--- src/rtl/exception_unit.sv ---
// Memory-stage exception/interrupt arbiter: picks one event per retiring instruction,
// drives the CP0 exception/pc inputs and issues a redirect plus a multi-cycle pipeline flush.
module exception_unit #(
  parameter int unsigned          ADDR_WIDTH   = 32,
  parameter logic [ADDR_WIDTH-1:0] EXC_VECTOR  = 32'h0000_0040,
  parameter logic [ADDR_WIDTH-1:0] BEV_VECTOR  = 32'hBFC0_0380,
  parameter int unsigned          FLUSH_CYCLES = 2
) (
  input  logic                  clk,
  input  logic                  rst_n,
  input  logic                  inst_valid,
  input  logic [ADDR_WIDTH-1:0] inst_pc,
  input  logic                  inst_in_delay,
  input  logic                  pipe_stall,
  input  logic                  exc_syscall,
  input  logic                  exc_illegal,
  input  logic                  exc_trap,
  input  logic                  exc_overflow,
  input  logic                  exc_eret,
  input  logic [5:0]            hardware_int_raw,
  input  logic [31:0]           cp0_status,
  input  logic [31:0]           cp0_cause,
  input  logic [ADDR_WIDTH-1:0] cp0_epc,
  output logic [5:0]            hardware_int,
  output logic [31:0]           exception,
  output logic [ADDR_WIDTH-1:0] exc_pc,
  output logic                  redirect,
  output logic [ADDR_WIDTH-1:0] redirect_pc,
  output logic                  flush,
  output logic                  dbg_state
);

  localparam logic [31:0] EXCEPT_NONE      = 32'h0000_0000;
  localparam logic [31:0] EXCEPT_INTERRUPT = 32'h0000_0001;
  localparam logic [31:0] EXCEPT_SYSCALL   = 32'h0000_0008;
  localparam logic [31:0] EXCEPT_ILLEGAL   = 32'h0000_000a;
  localparam logic [31:0] EXCEPT_OVERFLOW  = 32'h0000_000c;
  localparam logic [31:0] EXCEPT_TRAP      = 32'h0000_000d;
  localparam logic [31:0] EXCEPT_ERET      = 32'h0000_000e;

  localparam int unsigned CNT_W = (FLUSH_CYCLES > 1) ? $clog2(FLUSH_CYCLES) : 1;

  typedef enum logic {
    IDLE  = 1'b0,
    FLUSH = 1'b1
  } state_t;

  state_t                  state_q, state_d;
  logic [CNT_W-1:0]        cnt_q, cnt_d;
  logic [5:0]              sync1_q, sync2_q;
  logic [31:0]             exception_q, exception_d;
  logic [ADDR_WIDTH-1:0]   exc_pc_q, exc_pc_d;
  logic [ADDR_WIDTH-1:0]   redirect_pc_q, redirect_pc_d;
  logic                    redirect_q, redirect_d;
  logic                    flush_q, flush_d;

  logic                    int_pend;
  logic                    any_exc;
  logic                    take;
  logic [31:0]             win_code;

  // Only IE, EXL, IM, BEV of Status and IP of Cause matter here.
  logic unused_cp0;
  assign unused_cp0 = ^{cp0_status[31:23], cp0_status[21:16], cp0_status[7:2],
                        cp0_cause[31:16], cp0_cause[7:0]};

  assign int_pend = (|(cp0_cause[15:8] & cp0_status[15:8])) & cp0_status[0] & ~cp0_status[1];
  assign any_exc  = exc_syscall | exc_illegal | exc_trap | exc_overflow | exc_eret;
  assign take     = (state_q == IDLE) & inst_valid & ~pipe_stall & (int_pend | any_exc);

  always_comb begin
    win_code = EXCEPT_NONE;
    if (int_pend)          win_code = EXCEPT_INTERRUPT;
    else if (exc_illegal)  win_code = EXCEPT_ILLEGAL;
    else if (exc_overflow) win_code = EXCEPT_OVERFLOW;
    else if (exc_trap)     win_code = EXCEPT_TRAP;
    else if (exc_syscall)  win_code = EXCEPT_SYSCALL;
    else if (exc_eret)     win_code = EXCEPT_ERET;
  end

  always_comb begin
    state_d       = state_q;
    cnt_d         = cnt_q;
    exception_d   = EXCEPT_NONE;
    exc_pc_d      = exc_pc_q;
    redirect_d    = 1'b0;
    redirect_pc_d = redirect_pc_q;
    flush_d       = 1'b0;
    case (state_q)
      IDLE: begin
        if (take) begin
          state_d     = FLUSH;
          cnt_d       = CNT_W'(FLUSH_CYCLES - 1);
          exception_d = win_code;
          // A delay-slot victim restarts at its branch.
          exc_pc_d    = inst_in_delay ? (inst_pc - ADDR_WIDTH'(4)) : inst_pc;
          redirect_d  = 1'b1;
          if (win_code == EXCEPT_ERET) redirect_pc_d = cp0_epc;
          else                         redirect_pc_d = cp0_status[22] ? BEV_VECTOR : EXC_VECTOR;
          flush_d     = 1'b1;
        end
      end
      FLUSH: begin
        if (cnt_q == '0) begin
          state_d = IDLE;
        end else begin
          cnt_d   = cnt_q - CNT_W'(1);
          flush_d = 1'b1;
        end
      end
      default: state_d = IDLE;
    endcase
  end

  always_ff @(posedge clk or negedge rst_n) begin
    if (!rst_n) begin
      state_q       <= IDLE;
      cnt_q         <= '0;
      sync1_q       <= '0;
      sync2_q       <= '0;
      exception_q   <= EXCEPT_NONE;
      exc_pc_q      <= '0;
      redirect_q    <= 1'b0;
      redirect_pc_q <= '0;
      flush_q       <= 1'b0;
    end else begin
      state_q       <= state_d;
      cnt_q         <= cnt_d;
      sync1_q       <= hardware_int_raw;
      sync2_q       <= sync1_q;
      exception_q   <= exception_d;
      exc_pc_q      <= exc_pc_d;
      redirect_q    <= redirect_d;
      redirect_pc_q <= redirect_pc_d;
      flush_q       <= flush_d;
    end
  end

  assign hardware_int = sync2_q;
  assign exception    = exception_q;
  assign exc_pc       = exc_pc_q;
  assign redirect     = redirect_q;
  assign redirect_pc  = redirect_pc_q;
  assign flush        = flush_q;
  assign dbg_state    = state_q;

endmodule

--- config.mk ---
export PLATFORM = sky130hd
export DESIGN_NAME = exception_unit
export DESIGN_NICKNAME = d
export VERILOG_FILES = /design/src/rtl/exception_unit.sv
export SDC_FILE = /design/constraint.sdc
export NUM_CORES = 1
export LEC_CHECK = 0
export ABC_AREA = 0
export CAP_MARGIN = 20
export CORE_MARGIN = 2
export CORE_UTILIZATION = 36
export CTS_CLUSTER_SIZE = 28
export DETAILED_ROUTE_END_ITERATION = 16
export PLACE_DENSITY_LB_ADDON = 0.2
export SKIP_LAST_GASP = 1
export SYNTH_ARGS = -nofsm -noshare
export SYNTH_HDL_FRONTEND = slang
export SYNTH_SLANG_ARGS = --single-unit
--- constraint.sdc ---
create_clock -name clk -period 2.3 [get_ports clk]
set_clock_uncertainty 0.15 [all_clocks]
set_input_delay 0.345 -clock clk [delete_from_list [all_inputs] [get_ports clk]]
set_output_delay 0.345 -clock clk [all_outputs]
set_load 0.05 [all_outputs]
==> qor_table.md, run 1 <==
| Item | This run |
|---|---|
| Outcome | finished, final reports clean |
| Number of sinks handled by clock tree synthesis | 83 |
| Initial antenna violation count | 0 |
| Remaining design rule violation count | 0 |
| Weighted congestion at the end of routability-driven global placement | 0.7794 |
| Setup Crit Path Kind | input port to flop |
| Hold worst-path end | hardware_int[2] |
| Final period demand of the worst path | 2267 ps |
| Share of synthesized area spent on multiplexers | 0% |
| GRT overflow | 0 |
| Unrepaired setup endpoints after global routing | no |
| First-pass GRT wire length | 16500 µm |
| Remaining number of nets flagged by the antenna check after routing | 0 |
| Total tool warning count | 71 |
| Average cell area after synthesis | 10.93 µm² |
| Post-placement setup slack | -424.0 ps |
| Number of placed I/O pins | 249 |
| Largest cells by area | dfrtp_1 56%, buf_4 5.9%, a22o_1 5.5% |
| Post-layout power | 5.319 mW |
| Number of global-route vias before repair | 3299 |
| Synth Instances | 338 |
| Sum of negative setup slack | 0 ps |
| Final standard cell utilization of the core | 61.82% |
| Yosys-reported design area after synthesis | 0.003695 mm² |
| Routed wire length per instance | 14.44 µm |
| Library cell with the largest summed area after synthesis | dfrtp_1 |
| TritonCTS clock tree | built |
| Fraction of power consumed by combinational cells | 45.7% |
| Critical Path Sink Type | flop |
| Transition at the pin with the smallest max-transition slack | 591.4 ps |
| Worst path arrival time | 2380 ps |
| Cells resized by post-CTS repair | 7 |
| Setup slack, reg-to-reg | 260 ps |
| Net Sw Power | 2.303 mW |
| Final design instance area without fill | 0.006098 mm² |
| Via count normalized by instance count | 4.734 |
| Post-synthesis share of cell area spent on and-or and or-and gates | 14.80% |
| Most common library cell in the layout ignoring fill and taps | clkdlybuf4s50_1 |
| Sequential share of power | 36.1% |
| Most area-hungry cell class in the final design | buffers |
| Switching Share | 43.30% |
| Non-clock buffer count | 226 |
| Number of hold-slack violations in the final timing report | 0 |
| Clock power frac | 18.2% |
| Inserted Diodes | 0 |
| Number of cell instances after yosys synthesis | 338 |
| Final-stage net count | 703 |
| Count of inserted tapcells | 133 |
| Area fraction of the dominant cell type after synthesis | 56.21% |
| Root buf cell | clkbuf_8 |
| Number of CTS-inserted buffers | 9 |
| Total routing usage reported by global routing | 18.39% |
| Number of standard cells in the layout, taps in and fillers out | 696 |
| Layout cell share with drive strength beyond 1 | 14.39% |
| Endpoint of the most critical register-to-register path | redirect_pc[9] |
| Seq share, synth | 56.21% |
| HPWL after detailed placement | 7626 µm |
| Origin of the critical flop-to-flop path | flush |
| Async S/R FF share, synth | 100.0% |
| Iteration tally of the first detailed-router pass | 4 |
| Largest family of logic cells by area | AND-OR/OR-AND gates |
| Non-clock inverter count | 4 |
| Maximum achievable frequency | 441.2 MHz |
| Number of cells traversed by the worst hold path | 0 |
| Count of max-cap constraint violations | 0 |
| Chip area | 0.01109 mm² |
| Register area | 0.002078 mm² |
| Htree depth | 3 |
| Critical path startpoint category | input port |
| Area fraction in full adders, half adders and majority gates | 0.3386% |
| Xor and xnor fraction of the mapped netlist area | 6.400% |
| Period utilization | 98.55% |
| Cts-stage hold buffer count | 1 |
| Area post-placement | 0.005858 mm² |
| Logic share of the area | 24.21% |
| Power Internal | 3.016 mW |
| Most common reg cell | dfrtp_1 |
| Top post-synthesis cells by count | 83 x dfrtp_1, 41 x nand2_1, 30 x o21ai_0 |
## run 1: worst max-delay path by stage
stage	slack (ps)	cells after the start	endpoint	startpoint
global route	4	5	exc_pc[31]	inst_pc[25]
detailed placement	-420	6	exc_pc[31]	inst_pc[20]
CTS	5	5	exc_pc[31]	inst_pc[26]
finish	30	5	exc_pc[31]	inst_pc[25]
global placement	-360	6	exc_pc[31]	inst_pc[20]
floorplan	8	6	exc_pc[31]	inst_pc[20]
## run 1: layer usage
layer,vias up,track usage [%],routed length [µm]
met1,1552,23.02,4225
met2,136,30.32,4864
met4,0,6.381,139
met3,17,5.380,820
li1,1590,-,-
met5,-,0,0
## run 1: worst max-delay path: stages
cell	delay (ps)
clkdlybuf4s50_1	450
or4_4	510
or4_4	450
or4_1	470
a31oi_1	150
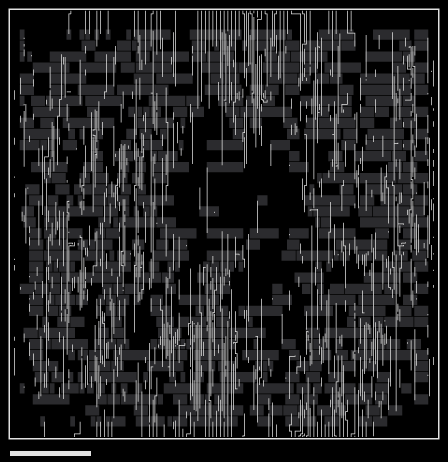
**Above:** run 1 (met2 routing).
Scale bar: 20 µm. Cells faint in the background.
wire length on this layer	4860 µm
main direction	vertical
share of all routed wire	48%
nets with wire on the layer	582
vias: 3295
WL final: 10050 µm

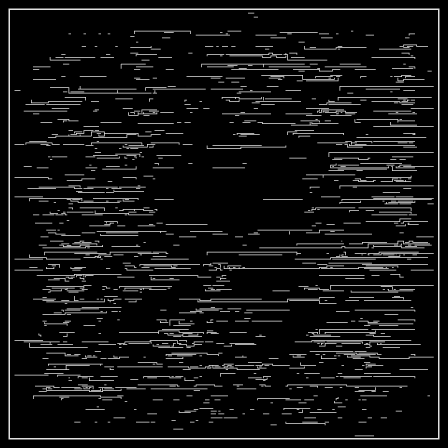
**Above:** run 1 (signal wires on met1).
share of all routed wire	42%
nets with wire on the layer	558
wire length on this layer	4230 µm
met1 Usage GRT: 23.02%

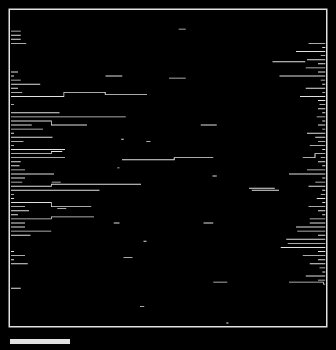
**Above:** run 1 (the metal 3 layer).
Scale bar: 20 µm.
longest straight run	37.9 µm
nets with wire on the layer	118
wire length on this layer	821 µm
share of all routed wire	8.2%
main direction	horizontal

==> inputs of run 2 (changes only) <==
--- a/config.mk
+++ b/config.mk
@@ -11,6 +11,7 @@
 export CORE_UTILIZATION = 36
 export CTS_CLUSTER_SIZE = 28
 export DETAILED_ROUTE_END_ITERATION = 16
+export GPL_TIMING_DRIVEN = 0
 export PLACE_DENSITY_LB_ADDON = 0.2
 export SKIP_LAST_GASP = 1
 export SYNTH_ARGS = -nofsm -noshare
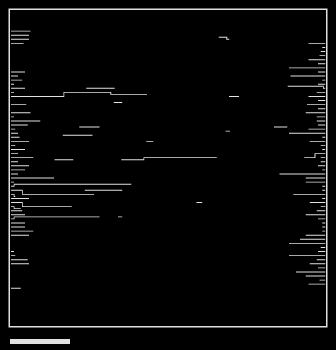
**Above:** run 2 (the metal 3 layer).
Scale bar: 20 µm.
wire length on this layer	697 µm
share of all routed wire	6.9%
longest straight run	38.9 µm
nets with wire on the layer	114
main direction	horizontal

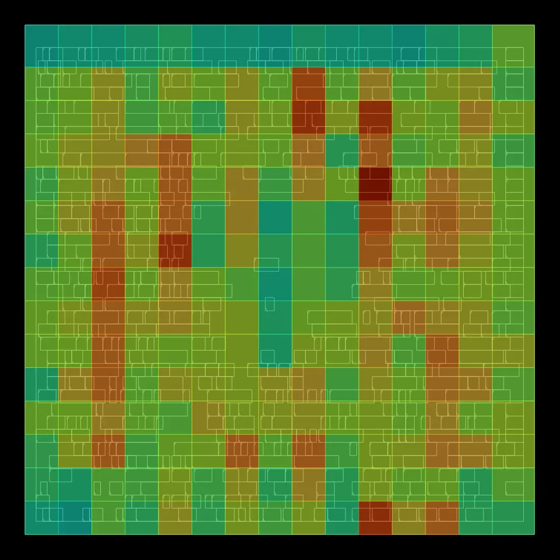
**Above:** run 2 (congestion heat map).
met2 GRT Util: 31.34%
routed wire length per instance: 14.47 µm
total routing usage reported by global routing: 18.22%
highest-utilization routing layer at the global route stage: met2

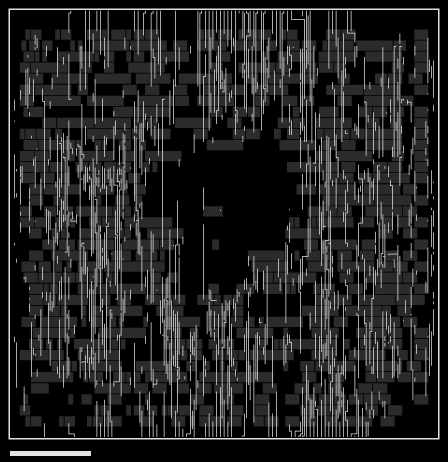
**Above:** run 2 (met2 routing).
Scale bar: 20 µm. Cells faint in the background.
longest straight run	36.2 µm
share of all routed wire	49%
WL final: 10100 µm
vias: 3273

==> qor_table.md, run 2 <==
| Item | This run |
|---|---|
| Outcome | finished, final reports clean |
| Number of standard cells in the layout, taps in and fillers out | 698 |
| TritonCTS clock tree | built |
| Period utilization | 99.29% |
| Root buf cell | clkbuf_8 |
| Inserted Diodes | 0 |
| Post-layout power | 5.443 mW |
| Hold worst-path end | hardware_int[3] |
| Worst voltage drop across the vdd grid | 0.6693 mV |
| Layout area overhead | 66.27% |
| Yosys-reported design area after synthesis | 0.003695 mm² |
| Number of global-route vias before repair | 3268 |
| Met2 WL post-DR | 4956 µm |
| Most common reg cell | dfrtp_1 |
| HPWL after detailed placement | 7741 µm |
| Buffer and inverter count on the worst path | 2 |
| Iteration tally of the first detailed-router pass | 4 |
| Die H | 105.3 µm |
| Chip area | 0.01109 mm² |
| Global routing usage on met3 | 4.762% |
| Post-placement setup slack | -876.6 ps |
| Area fraction in full adders, half adders and majority gates | 0.3386% |
| Critical Path Stages | 7 |
| Layout cell share with drive strength beyond 1 | 15.04% |
| Final standard cell utilization of the core | 62.28% |
| Initial antenna violation count | 0 |
| Setup slack, reg-to-reg | 120 ps |
| Remaining design rule violation count | 0 |
| Library cell with the largest summed area after synthesis | dfrtp_1 |
| Remaining number of nets flagged by the antenna check after routing | 0 |
| Post-synthesis share of cell area spent on and-or and or-and gates | 14.80% |
| Via count normalized by instance count | 4.689 |
| Seq share, synth | 56.21% |
| Ordered cell list for the critical path | dlygate4sd2_1 > or3_4 > or3_4 > buf_6 > or3_4 > or4_1 > a31oi_1 |
| Sum of negative setup slack | 0 ps |
| Number of cell instances after yosys synthesis | 338 |
| Critical path startpoint category | input port |
| Xor and xnor fraction of the mapped netlist area | 6.400% |
| Critical Path Sink Type | flop |
| Cts-stage hold buffer count | 1 |
| Count of max-cap constraint violations | 0 |
| Share of synthesized area spent on multiplexers | 0% |
| Average cell area after synthesis | 10.93 µm² |
| Cells resized by post-CTS repair | 28 |
| Crit-path leading delay family | simple AND/OR/NAND/NOR gates |
| Area fraction of the dominant cell type after synthesis | 56.21% |
| Sum of routed wire segments on met1 | 4363 µm |
| Setup Crit Path Kind | input port to flop |
| Top routing layer used | met4 |
| Async S/R FF share, synth | 100.0% |
| Final-stage net count | 706 |
| Number of placed I/O pins | 249 |
| GRT overflow | 0 |
| Worst path arrival time | 2390 ps |
| Htree depth | 3 |
| Unrepaired setup endpoints after global routing | yes |
| Final design instance area without fill | 0.006143 mm² |
| Endpoint of the most critical register-to-register path | redirect_pc[29] |
| Met3 wire length | 696 µm |
| Launch point of the critical path | inst_pc[21] |
| Largest family of logic cells by area | AND-OR/OR-AND gates |
| Largest cells by area | dfrtp_1 56%, buf_4 5.9%, a22o_1 5.5% |
| Area post-placement | 0.005736 mm² |
| Transition at the pin with the smallest max-transition slack | 541.0 ps |
| Number of CTS-inserted buffers | 9 |
| Number of cells traversed by the worst hold path | 0 |
| Top post-synthesis cells by count | 83 x dfrtp_1, 41 x nand2_1, 30 x o21ai_0 |
| Number of hold-slack violations in the final timing report | 0 |
| Fp_density | 37.46% |
| Total tool warning count | 72 |
| Maximum single-stage delay on the critical path | 400 ps |
| Origin of the critical flop-to-flop path | flush |
| Maximum achievable frequency | 437.9 MHz |
| Number of sinks handled by clock tree synthesis | 83 |
| Most common library cell in the layout ignoring fill and taps | clkdlybuf4s50_1 |
| Die x size | 105.3 µm |
| Synth Instances | 338 |
| Most common cell type on the critical path | or3_4 |
| Final setup violation count | 0 |
| CP endpoint | exc_pc[31] |
| Final period demand of the worst path | 2284 ps |
| Slowest cell on the critical path | or3_4 |
## run 2: area by class of cell
type / count / area, µm²
fillers: 829 / 3721
flip-flops and latches: 83 / 2078
repair buffers: 185 / 1838
multi-input cells: 234 / 1534
plain buffers: 44 / 309.0
well taps: 133 / 166.4
clock buffers: 11 / 151.4
clock inverters: 4 / 50.05
inverters: 4 / 16.27
## run 2: power breakdown
| group | leakage [nW] | internal (mW) | total (mW) | switching [mW] |
|---|---|---|---|---|
| sequential | 1.05 | 1.76 | 1.93 | 0.170 |
| combinational | 1.50 | 0.864 | 2.45 | 1.59 |
| clock | 0.0974 | 0.553 | 1.06 | 0.509 |
| total | 2.65 | 3.17 | 5.44 | 2.27 |
Power is estimated from default activity; no workload was simulated.
